File: config.mk
export PLATFORM = sky130hd
export DESIGN_NAME = exe_unit_pipe
export DESIGN_NICKNAME = d
export VERILOG_FILES = /design/src/rtl/exe_pkg.sv /design/src/rtl/exe_alu_comb.sv /design/src/rtl/exe_unit_pipe.sv
export SDC_FILE = /design/constraint.sdc
export NUM_CORES = 1
export LEC_CHECK = 0
export CAP_MARGIN = 20
export CORE_AREA = 2 2 121 64
export DETAILED_ROUTE_END_ITERATION = 7
export DIE_AREA = 0 0 123 66
export PLACE_DENSITY = 0.84
export REMOVE_ABC_BUFFERS = 1
export SLEW_MARGIN = 20
export SYNTH_ARGS = -nofsm -noshare
export SYNTH_HDL_FRONTEND = slang
export SYNTH_SLANG_ARGS = --single-unit
File: constraint.sdc
create_clock -name i_clk -period 5.58 [get_ports i_clk]
set_input_delay 0.837 -clock i_clk [delete_from_list [all_inputs] [get_ports i_clk]]
set_output_delay 0.837 -clock i_clk [all_outputs]
set_load 0.05 [all_outputs]
File: src/rtl/exe_pkg.sv
// ----------------------------------------------------------------------------
// exe_pkg
// Shared types and constants for the pipelined execution unit.
//   op_e        : operation select encoding
//   *_BIT       : bit positions inside the 4-bit status word
//                 status = {SINGLE, EVEN, ERROR, OVF}
// ----------------------------------------------------------------------------
package exe_pkg;

    typedef enum logic [1:0] {
        OP_SUB = 2'b00,
        OP_CMP = 2'b01,
        OP_SHL = 2'b10,
        OP_CHG = 2'b11
    } op_e;

    localparam int OVF_BIT    = 0;
    localparam int ERROR_BIT  = 1;
    localparam int EVEN_BIT   = 2;
    localparam int SINGLE_BIT = 3;

endpackage

File: src/rtl/exe_alu_comb.sv
// ----------------------------------------------------------------------------
// exe_alu_comb
// Purely combinational datapath of the execution unit.
// Ports:
//   a, b    in  BITS  operands (b is subtrahend, shift amount or bit index)
//   op      in  op_e  operation select
//   out     out BITS  result, modulo 2^BITS
//   status  out 4     {SINGLE, EVEN, ERROR, OVF}
// ----------------------------------------------------------------------------
module exe_alu_comb
    import exe_pkg::*;
#(
    parameter int BITS = 8
) (
    input  logic [BITS-1:0] a,
    input  logic [BITS-1:0] b,
    input  op_e             op,
    output logic [BITS-1:0] out,
    output logic [3:0]      status
);

    // Wide enough to hold a bit index and also a zero count of 0..BITS.
    localparam int IDX_W = $clog2(BITS) + 1;

    logic               in_range;
    logic [IDX_W-1:0]   idx;
    logic [2*BITS-1:0]  shl_wide;
    logic [IDX_W-1:0]   zeros;
    logic               ovf;
    logic               err;

    // The full operand is compared so that any upper bits mark it out of range;
    // idx is only meaningful when in_range is set.
    assign in_range = (b < BITS'(BITS));
    assign idx      = b[IDX_W-1:0];
    assign shl_wide = {{BITS{1'b0}}, a} << idx;

    always_comb begin
        out = '0;
        ovf = 1'b0;
        err = 1'b0;
        case (op)
            OP_SUB: {ovf, out} = {1'b0, a} - {1'b0, b};
            OP_CMP: out = BITS'(a > b);
            OP_SHL: begin
                if (in_range) begin
                    out = shl_wide[BITS-1:0];
                    ovf = |shl_wide[2*BITS-1:BITS];
                end else begin
                    err = 1'b1;
                end
            end
            OP_CHG: begin
                if (in_range) begin
                    out = a ^ (BITS'(1) << idx);
                end else begin
                    out = a;
                    err = 1'b1;
                end
            end
            default: out = '0;
        endcase
    end

    always_comb begin
        zeros = '0;
        for (int i = 0; i < BITS; i++) begin
            zeros = zeros + IDX_W'(!out[i]);
        end
    end

    always_comb begin
        status             = '0;
        status[OVF_BIT]    = ovf;
        status[ERROR_BIT]  = err;
        status[EVEN_BIT]   = ~zeros[0];
        status[SINGLE_BIT] = (zeros == IDX_W'(1));
    end

endmodule

File: src/rtl/exe_unit_pipe.sv
// ----------------------------------------------------------------------------
// exe_unit_pipe
// Two-stage pipelined execution unit with valid/ready on both sides.
// Stage 1 registers the operands, stage 2 registers result and status.
// Ports:
//   i_clk, i_rst        clock, asynchronous active-low reset
//   in_a, in_b, i_op    operand/op beat, accepted when i_valid & o_ready
//   o_out, o_status     result and {SINGLE, EVEN, ERROR, OVF}
//   o_valid, i_ready    result handoff when both high
//   i_clr               synchronous clear of o_err_sticky and o_cnt
//   o_err_sticky        set once any handed-off result had ERROR=1
//   o_cnt               number of handoffs, wrapping
// ----------------------------------------------------------------------------
module exe_unit_pipe
    import exe_pkg::*;
#(
    parameter int BITS  = 8,
    parameter int CNT_W = 16
) (
    input  logic             i_clk,
    input  logic             i_rst,
    input  logic [BITS-1:0]  in_a,
    input  logic [BITS-1:0]  in_b,
    input  logic [1:0]       i_op,
    input  logic             i_valid,
    output logic             o_ready,
    output logic [BITS-1:0]  o_out,
    output logic [3:0]       o_status,
    output logic             o_valid,
    input  logic             i_ready,
    input  logic             i_clr,
    output logic             o_err_sticky,
    output logic [CNT_W-1:0] o_cnt
);

    logic            s1_valid;
    logic [BITS-1:0] s1_a;
    logic [BITS-1:0] s1_b;
    op_e             s1_op;

    logic [BITS-1:0] alu_out;
    logic [3:0]      alu_status;

    logic s2_load;
    logic accept;
    logic handoff;

    // Stage 2 may load whenever its current content leaves or it is empty,
    // so stage 1 can take a new beat even while a handoff is happening.
    assign s2_load = !o_valid || i_ready;
    assign o_ready = !s1_valid || s2_load;
    assign accept  = i_valid && o_ready;
    assign handoff = o_valid && i_ready;

    exe_alu_comb #(.BITS(BITS)) u_alu (
        .a      (s1_a),
        .b      (s1_b),
        .op     (s1_op),
        .out    (alu_out),
        .status (alu_status)
    );

    always_ff @(posedge i_clk or negedge i_rst) begin
        if (!i_rst) begin
            s1_valid     <= 1'b0;
            s1_a         <= '0;
            s1_b         <= '0;
            s1_op        <= OP_SUB;
            o_valid      <= 1'b0;
            o_out        <= '0;
            o_status     <= '0;
            o_err_sticky <= 1'b0;
            o_cnt        <= '0;
        end else begin
            if (accept) begin
                s1_valid <= 1'b1;
                s1_a     <= in_a;
                s1_b     <= in_b;
                s1_op    <= op_e'(i_op);
            end else if (s2_load) begin
                s1_valid <= 1'b0;
            end

            if (s2_load) begin
                o_valid <= s1_valid;
                if (s1_valid) begin
                    o_out    <= alu_out;
                    o_status <= alu_status;
                end
            end

            // A handoff on the same edge as i_clr still counts.
            if (handoff) begin
                o_cnt        <= i_clr ? CNT_W'(1) : o_cnt + CNT_W'(1);
                o_err_sticky <= o_status[ERROR_BIT] || (o_err_sticky && !i_clr);
            end else if (i_clr) begin
                o_cnt        <= '0;
                o_err_sticky <= 1'b0;
            end
        end
    end

endmodule
==> run summary <==
The following summarizes the physical implementation.

Power and ir drop
The total combinational power is approximately 740 uW. The analysis attributes to cell leakage a power of 0.001768 uW. Looking at the group totals, the largest power group turns out to be combinational cells. The proportion of total power due to net switching is 0.4023. Of the total power, combinational logic draws 0.472. Of the total power, registers draw 0.297. The script computed a power per unit cell area of 368.2 nW/um^2.

Floorplanning
The horizontal die dimension reported for this design is ~120 um.

Worst hold path
The type of the most critical hold path is reg -> reg. The worst hold path cell count is 2. The hold path startpoint is o_status[2].

Worst setup path
The startpoint of the worst setup timing path is s1_b[2]. The category of cells accounting for the largest share of critical-path delay is adder cells. STA lists the startpoint of the worst register-to-register path as s1_b[2]. On the critical path the data arrives at just under 5 ns. Per the OpenROAD timing report, the critical path contains 15 cells.

The largest single stage delay on the critical path is ~0.5 ns. The path depth of the worst reg2reg path is 15. The internal reg-to-reg setup slack is around 0.88 ns.

Max fanout on the critical path was recorded as 7.

Logic synthesis
By area the synthesized netlist is led by sky130_fd_sc_hd__dfrtp_1, sky130_fd_sc_hd__mux2_2, sky130_fd_sc_hd__ha_1. The cell-mix breakdown from Yosys lists the compound-gate area share as 0.1335. The average instance in the mapped netlist occupies 9.448 sq um. The sequential-to-total area share from yosys stat is 0.3575. In this run, the synthesized area fraction spent on and/or/nand/nor cells is recorded as 0.2412. The area fraction in full adders, half adders and majority gates is 0.07661. Summing all multiplexer cells gives an area fraction of 0.09960. Among all flip-flop cells after synthesis, the most frequent one is sky130_fd_sc_hd__dfrtp_1. In the Yosys stats the netlist draws on approximately 61 distinct library cells.

In this run, synthesis inferred 0 flip-flops with an integrated enable. The commonest cells after synthesis are sky130_fd_sc_hd__dfrtp_1, sky130_fd_sc_hd__nor2_1, sky130_fd_sc_hd__mux2_2. Counting flops with an async set or reset pin after synthesis yields a share of 1.000.

GRT
The leftover overflow at the end of global routing is 0. met2 track demand over resource after global routing is 0.3439. The global-route usage over all layers is 0.2446.

The initial antenna violation count came to 0.

Cells and area
Once layout is done, the placed cells without fillers occupy between 4000 and 5000 sq um. The multi-input combinational cells in the finished layout cover a total of about 2100 sq um. Per the final report, the share of cell area in clock cells is 0.04170. The total number of nets in the final design is around 450.

The number of flip-flops and latches is around 49.

Clock tree
CTS added clock buffers totalling 5. TritonCTS built the clock tree. The post-CTS setup repair buffer count is 0.

Placement
The final HPWL from detailed placement is 7018 um.

Routing
The number of DRC violations after detailed-routing iteration 0 is 312. The top routing layer in use is met4. After detailed routing, the average wire length per cell comes to 17.75 um. The number of remaining DRC errors is 0. The detailed router reports a met2 wire length of 3670 um. Per the detail_route report, the via count comes to approximately 3000.

In the post-route report, total wirelength is listed as 9051 um.

STA
The shortest period the worst path allows is 4.696 ns. The setup skew after layout is about 0.0077 ns. Looking at the max-slew report, the worst-margin pin has a slew of between 0.8 and 0.9 ns. The final setup TNS is 0 ns.

Run
The max-cap violation count is 0.

Outcome
The flow ran to the end, and the final reports show no timing, DRC or antenna violations.
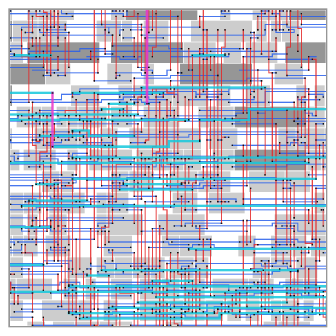
zoom.png
Region (42, 13) to (82, 53) um. Cells in gray, sequential cells in the stronger gray; small squares are vias.
met2: drawn in red. met3: drawn in cyan. met4: drawn in magenta. met1: drawn in blue.
130 logic cells have their middle in the window. Netlist names of flops here include `o_cnt` (3), `s1_op` (2). Sequential cells in the window: 6. Most frequent: nor2_1 (14), nand2_1 (7), ha_1 (7).

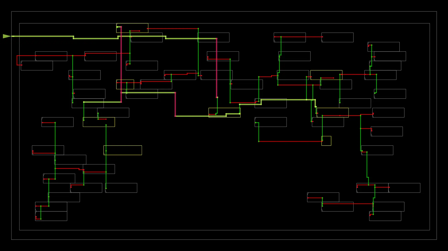
final_clocks.png
CTS sink count: 49
clk_lat worst skew: 0.29 ns
power consumed by the clock network: 360 uW

Power figures rest on the tool's default switching activity, not on a simulated workload.
